==> config.mk <==
export PLATFORM = sky130hd
export DESIGN_NAME = apb_spi_regs_flat
export DESIGN_NICKNAME = d
export VERILOG_FILES = /design/src/rtl/apb_spi_regs_pkg.sv /design/src/rtl/apb_spi_regs_if.sv /design/src/rtl/apb_spi_regs_sync_fifo.sv /design/src/rtl/apb_spi_regs.sv /design/src/flat_wrapper.sv
export SDC_FILE = /design/constraint.sdc
export NUM_CORES = 1
export LEC_CHECK = 0
export ABC_AREA = 1
export ABC_CLOCK_PERIOD_IN_PS = 3000
export CORE_MARGIN = 2
export CORE_UTILIZATION = 29
export CTS_CLUSTER_DIAMETER = 100
export CTS_CLUSTER_SIZE = 10
export DETAILED_ROUTE_END_ITERATION = 8
export GPL_TIMING_DRIVEN = 0
export PLACE_DENSITY = 0.61
export SETUP_SLACK_MARGIN = 0.5
export SLEW_MARGIN = 30
export SYNTH_ARGS = -nofsm -noshare
export SYNTH_HDL_FRONTEND = slang
export SYNTH_SLANG_ARGS = --single-unit
==> constraint.sdc <==
create_clock -name PCLK -period 3 [get_ports PCLK]
set_input_delay 0.6 -clock PCLK [delete_from_list [all_inputs] [get_ports PCLK]]
set_output_delay 0.6 -clock PCLK [all_outputs]
set_load 0.1 [all_outputs]
Run 1, cell density map:
12 x 12 tiles, from white (low) to dark blue (high), 0 to 100% covered.
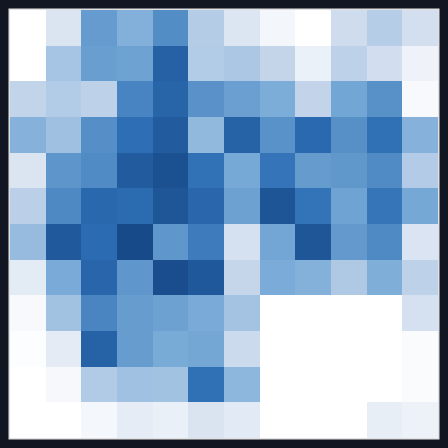
15% of the tiles are nearly empty. The mean over all tiles is 40%. 15% of the tiles are over 75% full. The fullest tile reaches 90%.
core area: 13,770 µm²
Final Util: 44.69%
Init Core Util: 29.57%

Run 1, met2 routing:
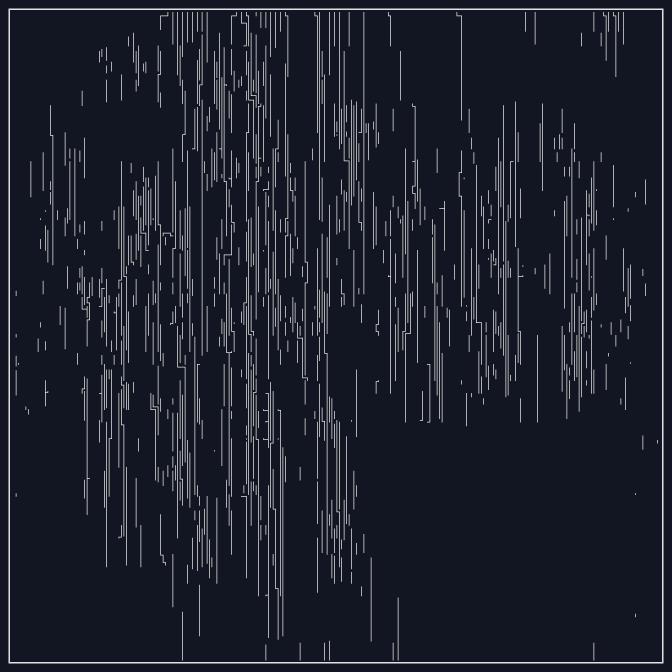
The longest straight run is 52.9 µm. The layer holds 49% of the routed length. 468 nets have wire on it. The layer carries 4,970 µm of wire. The wires run mostly vertical.
Vias: 3,182
Total Wirelength: 10.20 mm

Run 1, signal wires by layer:
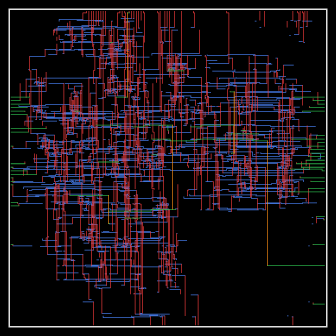
met2: marked red, wire length 4,970 µm. met1: marked blue, wire length 4,620 µm. met3: marked green, wire length 453 µm. met4: marked orange, wire length 148 µm.
GRT Overall Usage: 14.01%
DR WL/cell: 14.34 µm

Run 1, logic cells by family:
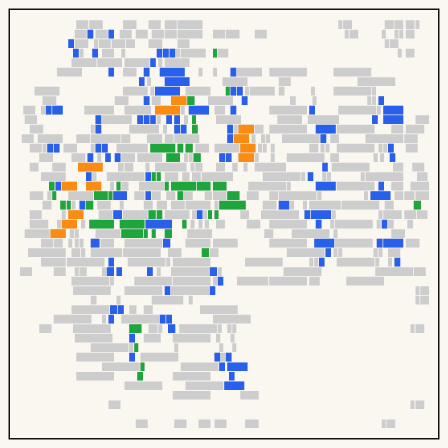
NAND gates: marked green, cells 44, most used nand2_1. inverting AOI/OAI gates: marked blue, cells 102, most used o21ai_0. adder and majority cells: marked orange, cells 12, most used ha_1.
most numerous logic cell after layout: nor2_1
non-filler cells, final: 711
logic share of the area: 27.85%

==> impl_metrics.yaml <==
# synthesis and place-and-route metrics
logic_synthesis:
  yosys_warnings: 0
  adder_share_pct: 4.055
  synth_seq_share_pct: 60.95
  synth.logic.top_family: "simple AND/OR/NAND/NOR gates"
  synth-xor-area-share_pct: 0
  yosys.area_share.aoi_pct: 13.18
  ys_sh_mux_pct: 0
  synth_stat.cells: 407
  avgSynthCellArea_um2: 10.01
  synthCells: 407
  ff_type: "edfxtp_1"
  yosysTopAreaCellShare_pct: 47.19
  largest_area_cell: "edfxtp_1"
  synth-edff-count: 64
  synthSimpleGateAreaFrac_pct: 13.86
  area_leaders: "edfxtp_1 47%, dfxtp_1 14%, nor2_1 7.5%"
  synthDistinctLibCells: 31
  async_flop_share_pct: 0
  synth_flops: 92
  syn_area_um2: 4073
  ys_area_um2: 4073
final_timing:
  slew-limit-headroom_pct: 31.60
  fin_crit_ps: 2508
  tightest_slew_ps: 1024
  hold_violations: 0
  rsz0062_at_grt: "yes"
  drv_slew: 0
  fmax_mhz: 398.8
  hold_ws_ps: 476.6
  fin_crit_sh_pct: 83.59
  setup_violations: 0
  setup_tns_ps: 0
  fin_skew_ps: 11.84
power:
  total_power_mw: 3.369
  ir_drop_mv: 0.3584
  p_leak_nw: 2.252
  power_density_nw_per_um2: 547.4
clock_tree:
  clk_latency_ps: 340
  cts_max_level: 3
  cts.path.max_buffers: 2
  cts_tree: "built"
  root_buffer: "clkbuf_16"
  cts_buffers: 9
  hold_buffers: 0
  cts.sinks: 92
  cts.clk_slew.worst_paths_ps: 70
layout:
  drive_gt1_share_pct: 30.51
  diodes: 0
  fin_nets: 590
  area_growth_syn_to_layout_pct: 51.12
  fill_cells: 1307
routing:
  ant_nets: 0
  drc: 0
  firstDrtPassIters: 4
  vias_per_cell: 4.475
  drtIter0Drc: 234
die:
  die_w_um: 122.5
  die-height_um: 122.5
  io_pins: 104
  dieArea_um2: 15010
  rows: 43
placed_design:
  dp_hpwl_mm: 7.163
  port_buffers: 74
  gp_congestion: 0.8266
  dp.cells: 673
setup_path:
  critical_path_class: "input pin to primary output"
  crit_slowest_cell: "buf_12"
  worstSetupEndpointType: "primary output"
  startpoint_type: "input pin"
  crit_path_max_incr_delay_ps: 200
  r2r_setup_slack_ps: 580
  worstPathArrival_ps: 1910
  worstRegToRegCells: 15
  crit_fanout: 4
  path_common_cell: "buf_12"
  cp.required_ps: 2400
  path_cells: "buf_12, nand2_8, inv_6, nand3_4, nand2_4, nand2_4, nand4_4, clkinv_4, nand2_8, buf_12, o22ai_4, buf_12"
global_route:
  grt_pass1_wl_mm: 15.93
  grt_pass1_vias: 3116
  antenna_found_initial: 0
  grt_start_max_net_pins: 18
  gr-total-overflow: 0
flow_run:
  maxCapViolations: 0
  warnings: 51
run_status:
  status: "finished, final reports clean"
worst_hold_path:
  min_path_cells: 2
  hp-class: "flip-flop to flip-flop"
## run 1: per-layer routing
metal | vias up | track usage, % | routed length, µm
li1 | 1586 | - | -
met1 | 1510 | 18.46 | 4621
met2 | 74 | 22.64 | 4973
met3 | 12 | 3.578 | 452
met4 | 0 | 4.382 | 148
met5 | - | 0 | 0
## run 1: cells by family (layout without fill, tap and decap cells)
logic type / after synthesis / after routing
AOI/OAI and AO/OA: 102 / 102
and+or+nand+nor: 130 / 130
DFF: 92 / 92
other: 1 / 13
adders and majority gates: 12 / 12
buffers and inverters: 70 / 182
## run 1: layout make-up
| class | count | area, µm² | share of cell area, % |
|---|---|---|---|
| flip-flops and latches | 92 | 2499 | 40.60 |
| plain buffers | 23 | 170.2 | 2.765 |
| clock inverters | 7 | 81.33 | 1.321 |
| repair buffers | 96 | 1037 | 16.85 |
| well taps | 180 | 225.2 | 3.659 |
| inverters | 47 | 202.7 | 3.293 |
| multi-input cells | 257 | 1714 | 27.85 |
| clock buffers | 9 | 225.2 | 3.659 |
## run 1: metrics by stage
step                setup WS (ps)  instance area (µm²)
global route                412.7                 6155
detailed placement          -1341                 5443
finish                      492.3                 6155
floorplan                   124.3                 4477
CTS                         440.1                 5941
global placement            -1335                 5443
## run 1: what timing repair did
| item | CTS | global route |
|---|---|---|
| setup endpoints to repair | 99 | 52 |
| setup buffers | 10 | 12 |
| resized | 249 | 47 |
| pin swaps | 11 | 11 |
## run 1: synthesized netlist by cell type (3+ instances only)
cell and n:
a21oi_1 37, buf_4 13, clkbuf_1 8, dfxtp_1 28
edfxtp_1 64, ha_1 10, inv_1 41, inv_2 4
nand2_1 27, nand2_2 4, nand3_1 9, nor2_1 81
nor2_2 3, o21ai_0 40, o21ai_1 12, o22ai_1 8
## run 1: critical path, delay by kind of cell
| kind | cells | cell delay, ps |
|---|---|---|
| AOI/OAI and AO/OA | 1 | 140 |
| buffers and inverters | 5 | 650 |
| and+or+nand+nor | 6 | 510 |
## run 1: cell usage in the layout (no fill, tap or decap), drive strengths merged
cell type and count:
o21ai 53, bufinv 1, nand3 10, ha 10, nand2 33, a21oi 37
clkinvlp 2, conb 13, clkdlybuf4s50 36, clkinv 5, nor3 1, inv 46
o21bai 1, edfxtp 64, clkdlybuf4s15 2, nor2 85, dlygate4sd2 4, fa 2
buf 69, a22oi 2, clkbuf 16, a31oi 1, dlymetal6s2s 1, dfxtp 28
nand4 1, o22ai 8
## run 1: power breakdown
group	switching (mW)	internal (mW)	total, mW
clock network	0.499	0.659	1.16
registers	0.0230	1.40	1.42
logic	0.569	0.224	0.792
total	1.09	2.28	3.37
Power and IR drop assume default switching activity.
